Figure 1. Gate families picked out (run 1).
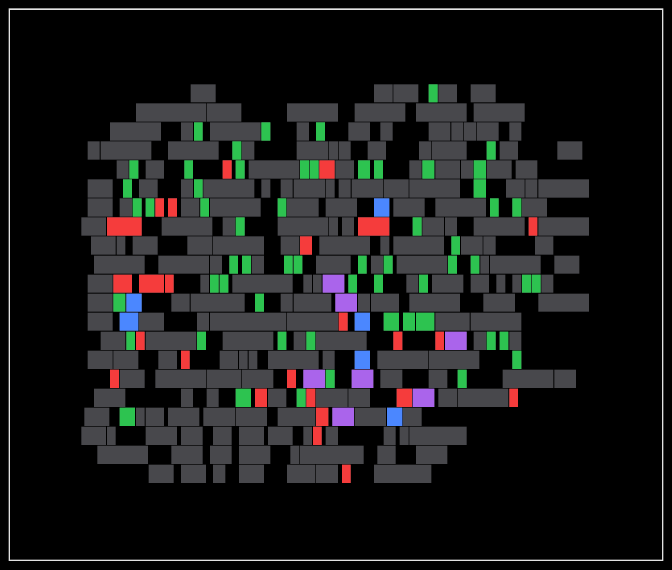
Figure 2. Congestion heat map (run 1).
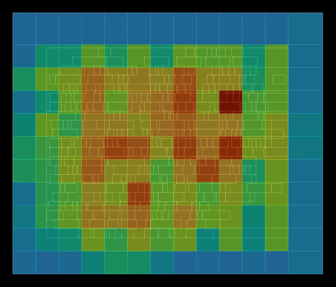
Figure 3. Placed cells, one color a class (run 1).
Bar = 20 um.
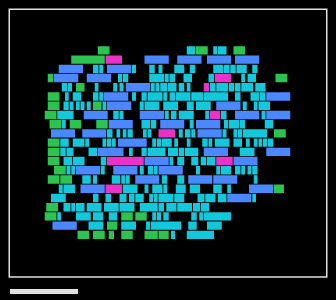
==> src/rtl/mod_addsub_pkg.sv <==
// Shared defaults, reference payload layout and golden model for the pipelined
// modular adder/subtractor.
package mod_addsub_pkg;

  localparam int unsigned DefW = 4;
  localparam int unsigned DefM = 8;

  // Stage-2 payload at the default width. The top declares the same layout at its own W.
  typedef struct packed {
    logic            s;
    logic            r;
    logic [DefW-1:0] m;
    logic [DefW:0]   w;
    logic [DefW:0]   v;
  } stage_t;

  // Golden model for in-range operands (x < m, y < m).
  function automatic int unsigned mod_ref(input logic s, input int unsigned x,
                                          input int unsigned y, input int unsigned m);
    if (m == 0) return 0;
    return s ? (x + m - y) % m : (x + y) % m;
  endfunction

endpackage

==> src/rtl/mod_addsub_stage.sv <==
// Enable-gated valid + payload register with synchronous active-high reset.
module mod_addsub_stage #(
  parameter type T = logic
) (
  input  logic clk_i,
  input  logic rst_i,
  input  logic en_i,
  input  logic valid_i,
  input  T     data_i,
  output logic valid_o,
  output T     data_o
);

  logic valid_q;
  T     data_q;

  always_ff @(posedge clk_i) begin
    if (rst_i) begin
      valid_q <= 1'b0;
      data_q  <= '0;
    end else if (en_i) begin
      valid_q <= valid_i;
      data_q  <= data_i;
    end
  end

  assign valid_o = valid_q;
  assign data_o  = data_q;

endmodule

==> src/rtl/mod_addsub_pipe.sv <==
// Three-stage pipelined modular add/subtract with a run-time loadable modulus
// and valid/ready handshake on both sides.
module mod_addsub_pipe
  import mod_addsub_pkg::*;
#(
  parameter int unsigned W         = DefW,
  parameter int unsigned M_DEFAULT = DefM
) (
  input  logic         clk,
  input  logic         rst,
  input  logic         in_valid,
  output logic         in_ready,
  input  logic         s,
  input  logic [W-1:0] x,
  input  logic [W-1:0] y,
  input  logic         m_load,
  input  logic [W-1:0] m_in,
  output logic         m_busy,
  output logic         m_err,
  output logic [W-1:0] m_cur,
  output logic         out_valid,
  input  logic         out_ready,
  output logic [W-1:0] z,
  output logic         range_err
);

  typedef struct packed {
    logic         s;
    logic         r;
    logic [W-1:0] m;
    logic [W:0]   w;
  } s1_t;

  typedef struct packed {
    logic         s;
    logic         r;
    logic [W-1:0] m;
    logic [W:0]   w;
    logic [W:0]   v;
  } s2_t;

  typedef struct packed {
    logic         r;
    logic [W-1:0] z;
  } s3_t;

  logic         en;
  logic         s1_v, s2_v, s3_v;
  s1_t          s1_d, s1_q;
  s2_t          s2_d, s2_q;
  s3_t          s3_d, s3_q;
  logic [W-1:0] m_cur_d, m_cur_q;
  logic         m_err_d, m_err_q;
  logic         m_accept;
  logic         unused_v_msb;

  // Whole pipeline advances together; a stalled output freezes every stage.
  assign en       = !out_valid || out_ready;
  assign in_ready = en;

  // Stage 1: raw sum/difference with carry/borrow in bit W, modulus snapshot.
  always_comb begin
    s1_d   = '0;
    s1_d.s = s;
    s1_d.r = (x >= m_cur_q) || (y >= m_cur_q);
    s1_d.m = m_cur_q;
    s1_d.w = s ? ({1'b0, x} - {1'b0, y}) : ({1'b0, x} + {1'b0, y});
  end

  // Stage 2: correction candidate.
  always_comb begin
    s2_d   = '0;
    s2_d.s = s1_q.s;
    s2_d.r = s1_q.r;
    s2_d.m = s1_q.m;
    s2_d.w = s1_q.w;
    s2_d.v = s1_q.s ? (s1_q.w + {1'b0, s1_q.m}) : (s1_q.w - {1'b0, s1_q.m});
  end

  // Stage 3: final select.
  always_comb begin
    s3_d = '0;
    if (s2_q.r) begin
      s3_d.r = 1'b1;
    end else if (s2_q.s) begin
      s3_d.z = s2_q.w[W] ? s2_q.v[W-1:0] : s2_q.w[W-1:0];
    end else begin
      s3_d.z = (s2_q.w >= {1'b0, s2_q.m}) ? s2_q.v[W-1:0] : s2_q.w[W-1:0];
    end
  end

  assign unused_v_msb = s2_q.v[W];

  mod_addsub_stage #(.T(s1_t)) u_stage1 (
    .clk_i   (clk),
    .rst_i   (rst),
    .en_i    (en),
    .valid_i (in_valid),
    .data_i  (s1_d),
    .valid_o (s1_v),
    .data_o  (s1_q)
  );

  mod_addsub_stage #(.T(s2_t)) u_stage2 (
    .clk_i   (clk),
    .rst_i   (rst),
    .en_i    (en),
    .valid_i (s1_v),
    .data_i  (s2_d),
    .valid_o (s2_v),
    .data_o  (s2_q)
  );

  mod_addsub_stage #(.T(s3_t)) u_stage3 (
    .clk_i   (clk),
    .rst_i   (rst),
    .en_i    (en),
    .valid_i (s2_v),
    .data_i  (s3_d),
    .valid_o (s3_v),
    .data_o  (s3_q)
  );

  assign out_valid = s3_v;
  assign z         = s3_q.z;
  assign range_err = s3_q.r;

  // Modulus register: loads only into an empty pipeline so no beat sees a mixed m.
  assign m_busy   = s1_v || s2_v || s3_v;
  assign m_accept = m_load && !m_busy && (m_in != '0);

  always_comb begin
    m_cur_d = m_accept ? m_in : m_cur_q;
    m_err_d = m_load && !m_accept;
  end

  always_ff @(posedge clk) begin
    if (rst) begin
      m_cur_q <= W'(M_DEFAULT);
      m_err_q <= 1'b0;
    end else begin
      m_cur_q <= m_cur_d;
      m_err_q <= m_err_d;
    end
  end

  assign m_cur = m_cur_q;
  assign m_err = m_err_q;

endmodule

==> config.mk <==
export PLATFORM = sky130hd
export DESIGN_NAME = mod_addsub_pipe
export DESIGN_NICKNAME = d
export VERILOG_FILES = /design/src/rtl/mod_addsub_pkg.sv /design/src/rtl/mod_addsub_stage.sv /design/src/rtl/mod_addsub_pipe.sv
export SDC_FILE = /design/constraint.sdc
export NUM_CORES = 1
export LEC_CHECK = 0
export ABC_CLOCK_PERIOD_IN_PS = 1900
export CORE_ASPECT_RATIO = 0.8
export CORE_MARGIN = 10
export CORE_UTILIZATION = 51
export CTS_BUF_LIST = sky130_fd_sc_hd__clkbuf_8
export CTS_CLUSTER_DIAMETER = 60
export DETAILED_ROUTE_END_ITERATION = 12
export GPL_TIMING_DRIVEN = 0
export PLACE_DENSITY = 0.78
export REMOVE_ABC_BUFFERS = 1
export SLEW_MARGIN = 20
export SYNTH_ARGS = -nofsm -noshare
export SYNTH_HDL_FRONTEND = slang
export SYNTH_SLANG_ARGS = --single-unit
export TNS_END_PERCENT = 5
==> constraint.sdc <==
create_clock -name clk -period 1.9 [get_ports clk]
set_input_delay 0.38 -clock clk [delete_from_list [all_inputs] [get_ports clk]]
set_output_delay 0.38 -clock clk [all_outputs]
set_load 0.01 [all_outputs]
==> results.sh, run 1 <==
# physical design summary
export IMPL_status="finished, violations left"
export IMPL_violations="negative setup slack"
export IMPL_fin_crit_ns=1.930
export IMPL_total_power_uw=2122
export IMPL_adder_share_pct=13.85
export IMPL_yosysMostFrequentCell="nand2_1"
export IMPL_drive_above_1_share_pct=11.60
export IMPL_syn_avg_cell_area_um2=8.126
export IMPL_critical_path_class="register to register"
export IMPL_fin_util_pct=64.86
export IMPL_clockPowerShare_pct=33.0
export IMPL_drt_antenna_violating_nets=0
export IMPL_die_h_um=78.56
export IMPL_start_kind="register"
export IMPL_grt_pass1_vias=1939
export IMPL_power_density_nw_per_um2=788.1
export IMPL_wirelength_mm=5.027
export IMPL_synth_seq_share_pct=35.72
export IMPL_ys_sh_mux_pct=3.263
export IMPL_place_ws_ns=-0.8322
export IMPL_dr_max_layer_used="met4"
export IMPL_dr_wl_met3_um=305
export IMPL_hp_start="u_stage3.data_o[4]"
export IMPL_ys_cells=269
export IMPL_aoi_share_pct=18.60
export IMPL_mi_logic_area_um2=1306
export IMPL_area_leaders="dfxtp_1, ha_1, nand2_1"
export IMPL_power_frac_comb_pct=21.8
export IMPL_leakagePower_uw=0.001066
export IMPL_routedWlPerCell_um=14.36
export IMPL_ios=31
export IMPL_p_sw_share_pct=28.40
export IMPL_ir_drop_mv=0.3998
export IMPL_hold_viol=0
export IMPL_drv_slew=0
export IMPL_fillers=385
export IMPL_worstPathArrival_ns=2.17
export IMPL_max_cap_violations=0
export IMPL_rsz0062_at_grt="yes"
export IMPL_setup_slack_ns=-0.02970
export IMPL_fin_skew_ns=0.004299
export IMPL_end_kind="register"
export IMPL_grt_max_degree=41
export IMPL_cp_required_ns=2.14
export IMPL_hold_class="register to register"
export IMPL_r2r_start="u_stage1.data_o[5]"
export IMPL_dp_hpwl_mm=3.434
export IMPL_routed_via_density=5.440
export IMPL_async_flop_share_pct=0
export IMPL_cp_startpoint="u_stage1.data_o[5]"
export IMPL_simple_gate_share_pct=17.92
export IMPL_timing_fmax_mhz=518.2
export IMPL_p_int_uw=1519
export IMPL_top_cells_by_count="nand2_1, dfxtp_1, a21oi_1, ha_1, inv_1"
export IMPL_diodes=0
export IMPL_met3_usage_pct=4.753
export IMPL_cts_tree="built"
export IMPL_routabilityCongestion=0.8086
export IMPL_dp_cells=339
export IMPL_dieArea_um2=7321
export IMPL_fp_util_pct=52.65
export IMPL_clock_sinks=39
export IMPL_die_w_um=93.20
export IMPL_finalClockPeriodUsage_pct=101.6
export IMPL_yosysWarnings=0
export IMPL_io_buffers=30
export IMPL_power_switching_uw=602.6
export IMPL_drc_errors=0
export IMPL_syn2layout_area_growth_pct=23.18
export IMPL_fin_nets=333
export IMPL_worst_pin_slew_ns=0.7343
export IMPL_vias=1904
export IMPL_clockRootBuffer="clkbuf_8"
export IMPL_hold_buffers=0
export IMPL_wl_met2_mm=2.244
export IMPL_cp_max_fo=5
export IMPL_synth_seq_cells=39
export IMPL_clkLatencyLatePin_ns=0.30
export IMPL_yosysTopAreaCellShare_pct=35.72
export IMPL_syn_cell_area_um2=2186
export IMPL_htreeDepth=2
export IMPL_synthCells=269
export IMPL_ys_top_logic_family="AND-OR/OR-AND gates"
export IMPL_cts_made_buffers=5
export IMPL_largest_area_cell="dfxtp_1"
export IMPL_seqPwrFrac_pct=45.2
export IMPL_antenna_found_initial=0
export IMPL_ys_flop_type="dfxtp_1"
export IMPL_core_area_um2=4151
export IMPL_setup_viol=1
export IMPL_lay_top_cells="nand2_1, dfxtp_1, a21oi_1"
export IMPL_tns_ns=-0.02970
export IMPL_largest_reg_flops=15
export IMPL_first_pass_iters=4
export IMPL_wl_met1_mm=2.391
export IMPL_slew_headroom_pct=51.05
export IMPL_yosys_stat_area_um2=2186
export IMPL_cts_buffer_depth=2
export IMPL_warnings=27
export IMPL_ys_types=39
export IMPL_edf_count=0
export IMPL_ys_sh_xor_pct=2.805
export IMPL_regArea_um2=785.8
export IMPL_clkTransAtPathRegs_ns=0.08
export IMPL_overflow=0
export IMPL_drt_initial_drc_count=130
export IMPL_grt_pass1_wl_mm=8.714
Notes on Figure 1 above:
| color | family | cells |
|---|---|---|
| purple | xor and xnor cells | 7 |
| green | nand cells | 59 |
| blue | and/or cells | 6 |
| red | nor cells | 25 |
most common logic cell in the routed design: nand2_1
Finished Layout Cells: 350
logic share of the area: 48.51%

Notes on Figure 2 above:
GR Util met2: 22.73%
met1 usage: 17.96%
GRT Total Usage: 14.56%
layer with the highest usage: met2

Notes on Figure 3 above:
| color | class | cells | share of their area |
|---|---|---|---|
| cyan | remaining logic cells | 213 | 53% |
| green | remaining buffers and delay cells | 33 | 13% |
| blue | registers | 39 | 30% |
| magenta | clock drivers and dummy loads | 8 | 4.3% |
post-layout instance area: 2693 um^2
standard-cell rows: 21
sequential cell area share: 29.18%

## run 1: final timing paths
check,end,depth (start not counted),slack (ns)
max,u_stage2.data_o[3],8,-0.03
min,u_stage3.data_o[4],2,0.46
max reg2reg,u_stage2.data_o[3],8,-0.03
min reg2reg,u_stage3.data_o[4],2,0.46
## run 1: worst max-delay path: stages (launching register included)
cell and delay (ns):
dfxtp_4 0.37, inv_1 0.05, ha_1 0.30, mux2_4 0.29, ha_1 0.27, a21o_1 0.12
a21oi_2 0.06, a2111o_1 0.35, nand3_1 0.07
## run 1: power groups by stage
stage	Clock (uW)	Sequential, uW	Combinational (uW)
after global placement	0	975	414
after detailed placement	0	976	430
after global routing	753	973	523
final	700	960	462
after floorplan	0	967	266
after CTS	711	958	447
## run 1: layout make-up
type / count / area share, %
sequential: 39 / 29.18
clock inverter: 3 / 1.626
tap: 57 / 2.649
multi-input combinational: 192 / 48.51
clock buffer: 5 / 2.556
timing repair buffer: 33 / 12.27
timing repair inverter: 1 / 0.2788
inverter: 20 / 2.928
## run 1: stage by stage
step                      area [um^2]  hold WS (ns)
after CTS                        2668        0.4605
after global placement           2461        0.4411
final                            2693        0.4564
after global routing             2693        0.4785
after floorplan                  2090        0.4258
after detailed placement         2491        0.4461
## run 1: logic make-up (layout without fill, tap and decap cells)
group / count (synthesis) / count (layout)
XOR/XNOR: 7 / 7
AND-OR/OR-AND: 65 / 65
adder cells (fa/ha/maj): 23 / 23
multiplexers: 7 / 7
flip-flops: 39 / 39
buffers and inverters: 38 / 62
AND/OR/NAND/NOR: 90 / 90
## run 1: timing repair
action,4_1_cts,5_1_grt
gates cloned,1,0
buffers inserted,2,0
endpoints found under the setup margin,8,22
pin swaps,3,3
gates resized,23,7
==> run 1 -> run 2 <==
--- a/config.mk
+++ b/config.mk
@@ -10,7 +10,6 @@
 export CORE_MARGIN = 10
 export CORE_UTILIZATION = 51
 export CTS_BUF_LIST = sky130_fd_sc_hd__clkbuf_8
-export CTS_CLUSTER_DIAMETER = 60
 export DETAILED_ROUTE_END_ITERATION = 12
 export GPL_TIMING_DRIVEN = 0
 export PLACE_DENSITY = 0.78
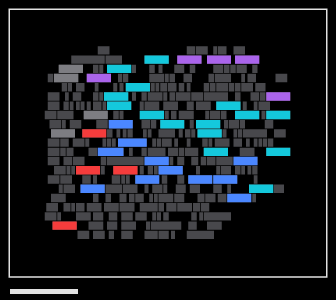
Figure 4: run 2, register map, names as in the netlist.
Bar = 20 um.
| color | name in the netlist | flops |
|---|---|---|
| cyan | u_stage2.data_o | 15 |
| purple | u_stage3.data_o | 5 |
| blue | u_stage1.data_o | 11 |
| red | m_cur | 4 |
not colored: 4
sequential power: 960 uW
register area: 785.8 um^2

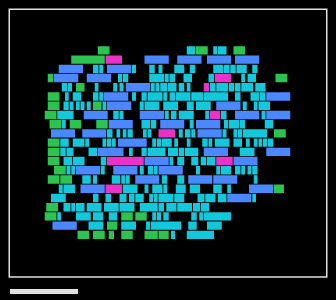
Figure 5: run 2, placed cells, one color a class.
Bar = 20 um.
| color | class | cells | share of their area |
|---|---|---|---|
| cyan | remaining logic cells | 213 | 53% |
| green | remaining buffers and delay cells | 33 | 13% |
| blue | registers | 39 | 30% |
| magenta | clock drivers and dummy loads | 8 | 4.3% |
final core occ: 64.86%
CORE AREA: 4151 um^2

==> run 2 against run 1 <==
  * Sequential power hardly changed
  * Design area stayed put
  * Sequential share of layout area stayed put
  * The run still ends with negative setup slack left
  * First-iteration DRC count did not move
  * Synthesized cell count unchanged
  * Worst setup slack unchanged
==> results.sh, run 2 <==
# physical design summary
export IMPL_status="finished, violations left"
export IMPL_violations="negative setup slack"
export IMPL_yosysTopAreaCellShare_pct=35.72
export IMPL_worstPathCellList="inv_1 > ha_1 > mux2_4 > ha_1 > a21o_1 > a21oi_2 > a2111o_1 > nand3_1"
export IMPL_rows=21
export IMPL_rsz0062_at_grt="yes"
export IMPL_hold_buffers=0
export IMPL_diodes=0
export IMPL_cpLargestDelayFamily="adder cells"
export IMPL_syn_cell_area_um2=2186
export IMPL_worstPathArrival_ns=2.17
export IMPL_edf_count=0
export IMPL_critical_path_class="register to register"
export IMPL_timing_fmax_mhz=518.2
export IMPL_drive_above_1_share_pct=11.60
export IMPL_grt_pass1_wl_mm=8.714
export IMPL_grt_pass1_vias=1939
export IMPL_power_density_nw_per_um2=788.1
export IMPL_clkTransAtPathRegs_ns=0.08
export IMPL_crit_top_cell="ha_1"
export IMPL_cts_buffer_depth=2
export IMPL_clock_sinks=39
export IMPL_cts_tree="built"
export IMPL_tns_ns=-0.02970
export IMPL_fin_crit_ns=1.930
export IMPL_routabilityCongestion=0.8086
export IMPL_start_kind="register"
export IMPL_vias=1904
export IMPL_overflow=0
export IMPL_end_kind="register"
export IMPL_drv_slew=0
export IMPL_ios=31
export IMPL_ys_types=39
export IMPL_cts_made_buffers=5
export IMPL_drc_errors=0
export IMPL_dp_hpwl_mm=3.434
export IMPL_die_h_um=78.56
export IMPL_largest_area_cell="dfxtp_1"
export IMPL_final_area_um2=2693
export IMPL_cp_required_ns=2.14
export IMPL_syn2layout_area_growth_pct=23.18
export IMPL_grt_util_all_layers_pct=14.56
export IMPL_yosysWarnings=0
export IMPL_io_buffers=30
export IMPL_yosys_stat_area_um2=2186
export IMPL_htreeDepth=2
export IMPL_antenna_found_initial=0
export IMPL_dieArea_um2=7321
export IMPL_ir_drop_mv=0.3998
export IMPL_ys_flop_type="dfxtp_1"
export IMPL_max_cap_violations=0
export IMPL_path_buffers=1
export IMPL_cpPeakStageDelay_ns=0.37
export IMPL_yosysMostFrequentCell="nand2_1"
export IMPL_fin_nets=333
export IMPL_first_pass_iters=4
export IMPL_synthCells=269
export IMPL_synth_seq_share_pct=35.72
export IMPL_fp_util_pct=52.65
export IMPL_drt_initial_drc_count=130
export IMPL_hold_class="register to register"
export IMPL_largest_reg_flops=15
export IMPL_lay_top_cells="nand2_1, dfxtp_1, a21oi_1"
export IMPL_routed_via_density=5.440
export IMPL_mostFrequentLayoutCell="nand2_1"
export IMPL_async_flop_share_pct=0
export IMPL_wirelength_mm=5.027
export IMPL_fin_skew_ns=0.004299
export IMPL_routedWlPerCell_um=14.36
export IMPL_die_w_um=93.20
export IMPL_top_cells_by_count="nand2_1, dfxtp_1, a21oi_1, ha_1, inv_1"
export IMPL_setup_viol=1
export IMPL_syn_avg_cell_area_um2=8.126
export IMPL_warnings=27
export IMPL_synth_seq_cells=39
export IMPL_dp_cells=339
export IMPL_hold_slack_ns=0.4564
export IMPL_fin_cells=350
export IMPL_ys_cells=269
export IMPL_drt_antenna_violating_nets=0
export IMPL_clockRootBuffer="clkbuf_8"
export IMPL_post_cts_buffers=2
export IMPL_clkLatencyLatePin_ns=0.30
export IMPL_slowest_stage="dfxtp_4"
export IMPL_dpl_cell_area_um2=2491
export IMPL_cts_resized=23
export IMPL_area_leaders="dfxtp_1, ha_1, nand2_1"
export IMPL_setup_slack_ns=-0.02970
export IMPL_cp_max_fo=5
export IMPL_hold_viol=0
export IMPL_slew_headroom_pct=51.05
export IMPL_leakagePower_uw=0.001066
export IMPL_worst_pin_slew_ns=0.7343
export IMPL_finalClockPeriodUsage_pct=101.6
export IMPL_grt_max_degree=41
run 2: final timing paths:
check,from,to,slack [ns],cells after the start
worst max register to register,u_stage1.data_o[5],u_stage2.data_o[3],-0.03,8
worst min register to register,u_stage3.data_o[4],u_stage3.data_o[4],0.46,2
worst min-delay path,u_stage3.data_o[4],u_stage3.data_o[4],0.46,2
worst max-delay path,u_stage1.data_o[5],u_stage2.data_o[3],-0.03,8
run 2: report_power, final:
| part | internal (uW) | total, uW | switching [uW] |
|---|---|---|---|
| clock | 391 | 700 | 309 |
| combinational | 239 | 462 | 224 |
| sequential | 890 | 960 | 70.1 |
run 2: final cells by class:
cell class,count,area [um^2]
timing repair buffer,33,330.3
tap,57,71.32
fill,385,1459
clock inverter,3,43.79
clock buffer,5,68.82
timing repair inverter,1,7.507
inverter,20,78.83
sequential,39,785.8
multi-input combinational,192,1306
run 2: stage by stage:
step | worst slack, ns | utilization [%] | total power, uW
after detailed placement | -0.8322 | 60.01 | 1406
after global placement | -2.979 | 59.28 | 1389
final | -0.02970 | 64.86 | 2122
after global routing | -0.1072 | 64.86 | 2249
after CTS | -0.03760 | 64.26 | 2115
after floorplan | -1.020 | - | 1232
run 2: routing by layer:
layer	vias to the layer above	GRT usage (%)	routed length, um
met1	894	17.96	2391
met4	0	6.154	86
met5	-	0	0
li1	963	-	-
met2	37	22.73	2244
met3	10	4.753	305
run 2: cell families (layout without fill, tap and decap cells):
kind of cell | after synthesis | count (layout) | synth area share (%)
AND/OR/NAND/NOR | 90 | 90 | 17.92
AND-OR/OR-AND | 65 | 65 | 18.60
flip-flops | 39 | 39 | 35.72
buffers and inverters | 38 | 62 | 7.842
adder cells (fa/ha/maj) | 23 | 23 | 13.85
XOR/XNOR | 7 | 7 | 2.805
multiplexers | 7 | 7 | 3.263
No activity file was given, so power comes from the tool's default toggle rates.
